<file path="config.mk">
export PLATFORM = sky130hd
export DESIGN_NAME = gl_triangle_assembler_flat
export DESIGN_NICKNAME = d
export VERILOG_FILES = /design/src/rtl/gl_triangle_assembler_if.sv /design/src/rtl/gl_triangle_assembler.sv /design/src/flat_wrapper.sv
export SDC_FILE = /design/constraint.sdc
export NUM_CORES = 2
export LEC_CHECK = 0
export CAP_MARGIN = 5
export CORE_UTILIZATION = 30
export DETAILED_ROUTE_END_ITERATION = 16
export GPL_ROUTABILITY_DRIVEN = 0
export SYNTH_ARGS = -nofsm -noshare
export SYNTH_HDL_FRONTEND = slang
export SYNTH_SLANG_ARGS = --single-unit
</file>
<file path="constraint.sdc">
create_clock -name clk -period 18.4 [get_ports clk]
set_input_delay 1.84 -clock clk [delete_from_list [all_inputs] [get_ports clk]]
set_output_delay 1.84 -clock clk [all_outputs]
set_load 0.02 [all_outputs]
</file>
<file path="src/rtl/gl_triangle_assembler_if.sv">
// Vertex-in / triangle-out bundle between primitive assembly and the rasterizer.
// The slave view belongs to the assembler; the master view drives it.
interface gl_triangle_assembler_if #(
    parameter int VERTEX_TYPE_SIZE = 96,
    parameter int TRI_DEPTH        = 4
);
    logic                                 prim_start;
    logic [1:0]                           prim_mode;
    logic [VERTEX_TYPE_SIZE-1:0]          vertex_in;
    logic                                 vertex_valid;
    logic                                 vertex_ready;
    logic [VERTEX_TYPE_SIZE-1:0]          fifo_out1;
    logic [VERTEX_TYPE_SIZE-1:0]          fifo_out2;
    logic [VERTEX_TYPE_SIZE-1:0]          fifo_out3;
    logic                                 fifo_ready;
    logic                                 tri_accept;
    logic [$clog2(TRI_DEPTH+1)-1:0]       tri_count;
    logic [31:0]                          tri_total;

    modport master (
        output prim_start, prim_mode, vertex_in, vertex_valid, tri_accept,
        input  vertex_ready, fifo_out1, fifo_out2, fifo_out3, fifo_ready,
               tri_count, tri_total
    );

    modport slave (
        input  prim_start, prim_mode, vertex_in, vertex_valid, tri_accept,
        output vertex_ready, fifo_out1, fifo_out2, fifo_out3, fifo_ready,
               tri_count, tri_total
    );
endinterface

</file>
<file path="src/rtl/gl_triangle_assembler.sv">
// Groups a vertex stream into list/strip/fan triangles and buffers them in a
// small FIFO whose registered head feeds the rasterizer's fifo_in1/2/3 inputs.
module gl_triangle_assembler #(
    parameter int VERTEX_TYPE_SIZE = 96,
    parameter int TRI_DEPTH        = 4
) (
    input logic                    clk,
    input logic                    rst_n,
    gl_triangle_assembler_if.slave bus
);
    localparam int W     = VERTEX_TYPE_SIZE;
    localparam int PTR_W = $clog2(TRI_DEPTH);
    localparam int CNT_W = $clog2(TRI_DEPTH + 1);

    typedef enum logic [1:0] {
        MODE_LIST  = 2'd0,
        MODE_STRIP = 2'd1,
        MODE_FAN   = 2'd2,
        MODE_RSVD  = 2'd3
    } mode_e;

    mode_e          mode_q, mode_d;
    logic [1:0]     n_q, n_d;
    logic           p_q, p_d;
    logic [W-1:0]   a_q, a_d, b_q, b_d;
    logic           push;
    logic [3*W-1:0] push_tri;

    logic [3*W-1:0]   mem [TRI_DEPTH];
    logic [PTR_W-1:0] wr_ptr, rd_ptr;
    logic [CNT_W-1:0] mem_cnt, occ;
    logic             head_vld;
    logic [3*W-1:0]   head_q;
    logic [31:0]      total_q;
    logic             full, accept, pop, load;

    // Occupancy counts the memory plus the head register, so full is purely registered.
    assign occ    = mem_cnt + CNT_W'(head_vld);
    assign full   = (occ == CNT_W'(TRI_DEPTH));
    assign accept = bus.vertex_valid && !full;
    assign pop    = head_vld && bus.tri_accept;
    assign load   = (!head_vld || pop) && (mem_cnt != '0);

    // Stage: assembly (prim_start overrides first so a same-cycle vertex opens the new primitive)
    always_comb begin
        mode_d   = mode_q;
        n_d      = n_q;
        p_d      = p_q;
        a_d      = a_q;
        b_d      = b_q;
        push     = 1'b0;
        push_tri = {a_q, b_q, bus.vertex_in};
        if (bus.prim_start) begin
            mode_d = mode_e'(bus.prim_mode);
            n_d    = 2'd0;
            p_d    = 1'b0;
        end
        if (accept && mode_d != MODE_RSVD) begin
            if (n_d == 2'd0) begin
                a_d = bus.vertex_in;
                n_d = 2'd1;
            end else if (n_d == 2'd1) begin
                b_d = bus.vertex_in;
                n_d = 2'd2;
            end else begin
                push = 1'b1;
                case (mode_d)
                    MODE_STRIP: begin
                        if (p_d) push_tri = {b_q, a_q, bus.vertex_in};
                        a_d = b_q;
                        b_d = bus.vertex_in;
                        p_d = ~p_d;
                    end
                    MODE_FAN: b_d = bus.vertex_in;
                    default:  n_d = 2'd0;
                endcase
            end
        end
    end

    always_ff @(posedge clk or negedge rst_n) begin
        if (!rst_n) begin
            mode_q <= MODE_LIST;
            n_q    <= 2'd0;
            p_q    <= 1'b0;
            a_q    <= '0;
            b_q    <= '0;
        end else begin
            mode_q <= mode_d;
            n_q    <= n_d;
            p_q    <= p_d;
            a_q    <= a_d;
            b_q    <= b_d;
        end
    end

    // Stage: triangle FIFO storage
    always_ff @(posedge clk) begin
        if (push) mem[wr_ptr] <= push_tri;
    end

    // Stage: registered head; memory entries reach the head one cycle after the push
    always_ff @(posedge clk or negedge rst_n) begin
        if (!rst_n) begin
            wr_ptr   <= '0;
            rd_ptr   <= '0;
            mem_cnt  <= '0;
            head_vld <= 1'b0;
            head_q   <= '0;
            total_q  <= 32'd0;
        end else begin
            if (push) begin
                wr_ptr  <= wr_ptr + 1'b1;
                total_q <= total_q + 32'd1;
            end
            mem_cnt <= mem_cnt + CNT_W'(push) - CNT_W'(load);
            if (load) begin
                head_q   <= mem[rd_ptr];
                head_vld <= 1'b1;
                rd_ptr   <= rd_ptr + 1'b1;
            end else if (pop) begin
                head_vld <= 1'b0;
            end
        end
    end

    assign bus.vertex_ready = !full;
    assign bus.fifo_ready   = head_vld;
    assign bus.fifo_out1    = head_q[3*W-1:2*W];
    assign bus.fifo_out2    = head_q[2*W-1:W];
    assign bus.fifo_out3    = head_q[W-1:0];
    assign bus.tri_count    = occ;
    assign bus.tri_total    = total_q;
endmodule

</file>
<file path="src/flat_wrapper.sv">
// flat-port wrapper written by rule: the top's interface ports become plain ports
module gl_triangle_assembler_flat 
#(
    parameter int VERTEX_TYPE_SIZE = 96,
    parameter int TRI_DEPTH        = 4
)
  (clk, rst_n, bus_prim_start, bus_prim_mode, bus_vertex_in, bus_vertex_valid, bus_tri_accept, bus_vertex_ready, bus_fifo_out1, bus_fifo_out2, bus_fifo_out3, bus_fifo_ready, bus_tri_count, bus_tri_total);
  gl_triangle_assembler_if #(.VERTEX_TYPE_SIZE(VERTEX_TYPE_SIZE), .TRI_DEPTH(TRI_DEPTH)) bus_i ();
  input logic clk;
  input logic rst_n;
  input wire logic [$bits(bus_i.prim_start)-1:0] bus_prim_start;
  input wire logic [$bits(bus_i.prim_mode)-1:0] bus_prim_mode;
  input wire logic [$bits(bus_i.vertex_in)-1:0] bus_vertex_in;
  input wire logic [$bits(bus_i.vertex_valid)-1:0] bus_vertex_valid;
  input wire logic [$bits(bus_i.tri_accept)-1:0] bus_tri_accept;
  output wire logic [$bits(bus_i.vertex_ready)-1:0] bus_vertex_ready;
  output wire logic [$bits(bus_i.fifo_out1)-1:0] bus_fifo_out1;
  output wire logic [$bits(bus_i.fifo_out2)-1:0] bus_fifo_out2;
  output wire logic [$bits(bus_i.fifo_out3)-1:0] bus_fifo_out3;
  output wire logic [$bits(bus_i.fifo_ready)-1:0] bus_fifo_ready;
  output wire logic [$bits(bus_i.tri_count)-1:0] bus_tri_count;
  output wire logic [$bits(bus_i.tri_total)-1:0] bus_tri_total;
  assign bus_i.prim_start = bus_prim_start;
  assign bus_i.prim_mode = bus_prim_mode;
  assign bus_i.vertex_in = bus_vertex_in;
  assign bus_i.vertex_valid = bus_vertex_valid;
  assign bus_i.tri_accept = bus_tri_accept;
  assign bus_vertex_ready = bus_i.vertex_ready;
  assign bus_fifo_out1 = bus_i.fifo_out1;
  assign bus_fifo_out2 = bus_i.fifo_out2;
  assign bus_fifo_out3 = bus_i.fifo_out3;
  assign bus_fifo_ready = bus_i.fifo_ready;
  assign bus_tri_count = bus_i.tri_count;
  assign bus_tri_total = bus_i.tri_total;
  gl_triangle_assembler #(.VERTEX_TYPE_SIZE(VERTEX_TYPE_SIZE), .TRI_DEPTH(TRI_DEPTH)) u_core (.clk(clk), .rst_n(rst_n), .bus(bus_i));
endmodule
</file>
==> deck_impl_summary.md <==
Run Summary

Run status
  • Status: finished, violations left
  • Violated checks: DRC

Logic synthesis
  • Post-synth EDFFs: 1152
  • Syn Nets: 3253
  • Synthesis area per yosys: ~64000 um^2
  • Synth top area cells: edfxtp_1 54%, dfrtp_1 20%, mux4_2 10%
  • Warnings, synthesis: 0
  • Adder share: 0.00245
  • Ys cells: ~3100
  • Post-synth cell types: 36
  • Synth top cells by count: 1152 x edfxtp_1, 529 x mux2_2, 525 x dfrtp_1, 288 x mux4_2, 100 x nor2_1
  • Post-Syn Area: 64200 um^2
  • Synth Area per Inst: between 20 and 25 um^2
  • XOR-XNOR Cells, Area Fraction: 0.00518

Drt
  • ANT nets after route: 0
  • Pre-antenna DRT Iters: 13
  • DR WL/cell: 22.4 um
  • Drt drc: roughly 42
  • Vias/cell: 4.63
  • WL met1: ~63000 um

Setup path
  • CP Launch Type: input pin
  • CP top delay family: buffers and inverters
  • R2R Path Start: u_core.bus.fifo_ready
  • Worst path cell trace: clkdlybuf4s50_1 -> mux2_2 -> ha_1 -> a211o_1 -> nor2_4 -> and2_4 -> buf_4 -> buf_4 -> buf_4
  • CP Launch Point: bus_prim_start
  • Worst Path Class, Setup: in2reg
  • Worst R2R Setup Slack: around 13000 ps
  • Crit path capture: u_core.mem[3][144]
  • CP dominant cell by count: buf_4
  • Worst R2R End: u_core.mem[3][144]
  • Worst path slowest cell: buf_4
  • Worst path arrival time: 7310 ps

Global route
  • First-pass GRT wire length: 220000 um
  • Pin count of the biggest net entering global routing: ~140
  • Busiest layer in global routing: met2
  • Remaining Overflow, GRT: 0
  • Vias in the first global route: 32500
  • Initial antenna violation count: 17

Final timing
  • Post-layout period usage: 0.374
  • Worst Slack Setup Final: 11510 ps
  • Finish-stage setup viols: 0
  • Final Skew: 40.4 ps
  • Unrepaired setup endpoints after global routing: no
  • Setup TNS Final: 0 ps
  • Worst hold slack: 489 ps

Floorplan
  • Area of the core: between 200000 and 250000 um^2
  • Core Util at FP: 0.302
  • Die y size: 465 um
  • Die ar.: about 220000 um^2
  • Tap cells: 2821
  • Die width: 465 um

Finish
  • Ant diodes: 7
  • Non-clock buffering overhead: 0.0607
  • Net count, final: 3746
  • Comb gate area: between 15000 and 20000 um^2
  • Clkbuf count: 250
  • Final Non-Filler Cells: 6619
  • MI comb cells: 1285
  • Max reg flops: 1152
  • Inverters excl. clock: 12
  • Logic share of the area: 0.203
  • Top flop regs: u_core.mem x1152, u_core.head_q x288
  • Number of filler cells placed in the layout: just under 20000
  • Layout Utilization: 0.366
  • Dominant logic cell type in the layout: edfxtp_1
  • Sequential share of cell area: 0.613
  • Reg area: approximately 48000 um^2

Clock tree
  • Post_cts resized: 0
  • Hold_buf cts: 0
  • CTS H-tree depth: 4
  • TritonCTS Buffers: 180
  • CTS root buf: clkbuf_16

Power
  • Switching part of the total: 0.308
  • Net Sw Power: 3.95 mW
  • Largest Pwr Group: sequential cells
  • Power per cell area: approximately 170 nW/um^2
  • Clock Power Share: 0.280
  • Seq group: ~5.4 mW
  • Maximum vdd ir drop: approximately 0.11 mV

Worst hold path
  • Hold path depth: 1

Place
  • IO buf count: 427
  • Pre-CTS setup slack: around 11000 ps

Run
  • Number of max-cap violations: 0
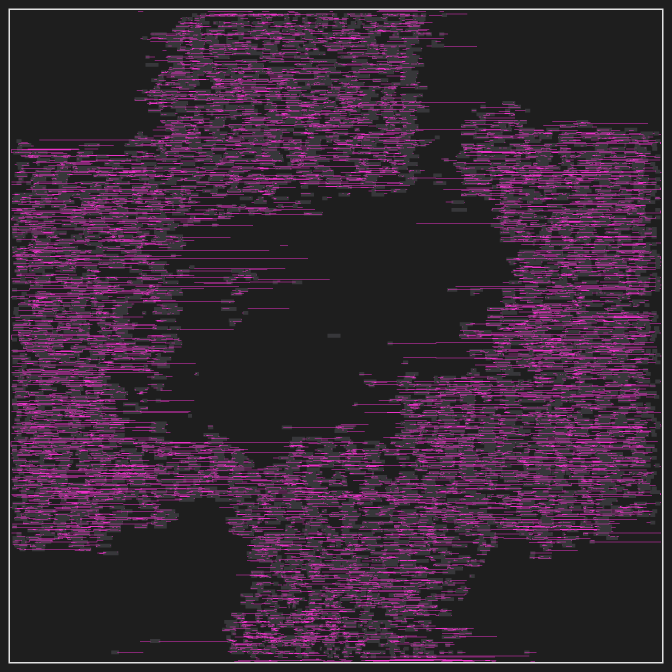
met1.png
Cells faint in the background.
The layer holds 43% of the routed length. 3515 nets have wire on it. The layer carries 63.3 mm of wire. The longest straight run is 131 um. The wires run mostly horizontal.
total wire length: 148000 um
Vias: 30600
M1 GR Usage: 0.175

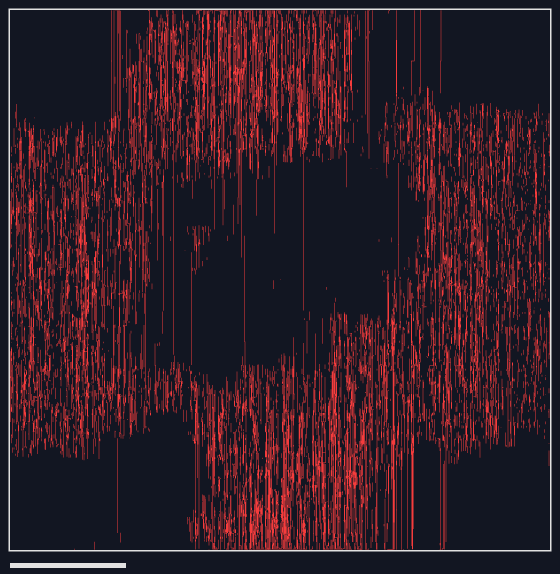
met2.png
Bar = 100 um.
The longest straight run is 296 um. The wires run mostly vertical. The layer carries 74.4 mm of wire. 3440 nets have wire on it. The layer holds 50% of the routed length.
GR Util met2: 0.229

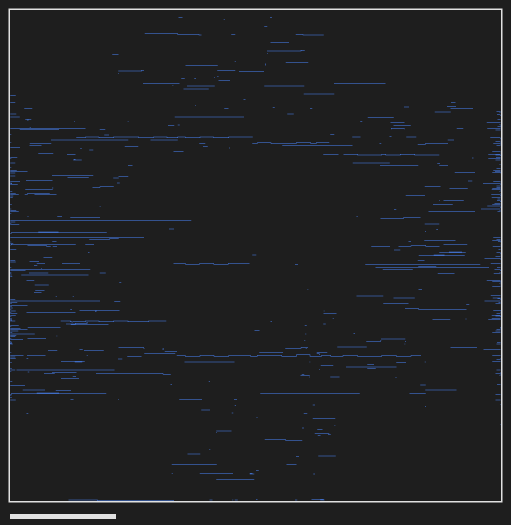
met3.png
Bar = 100 um.
The layer carries 6470 um of wire. The longest straight run is 171 um.
GR Util met3: 0.0282

Power and IR drop assume default switching activity.
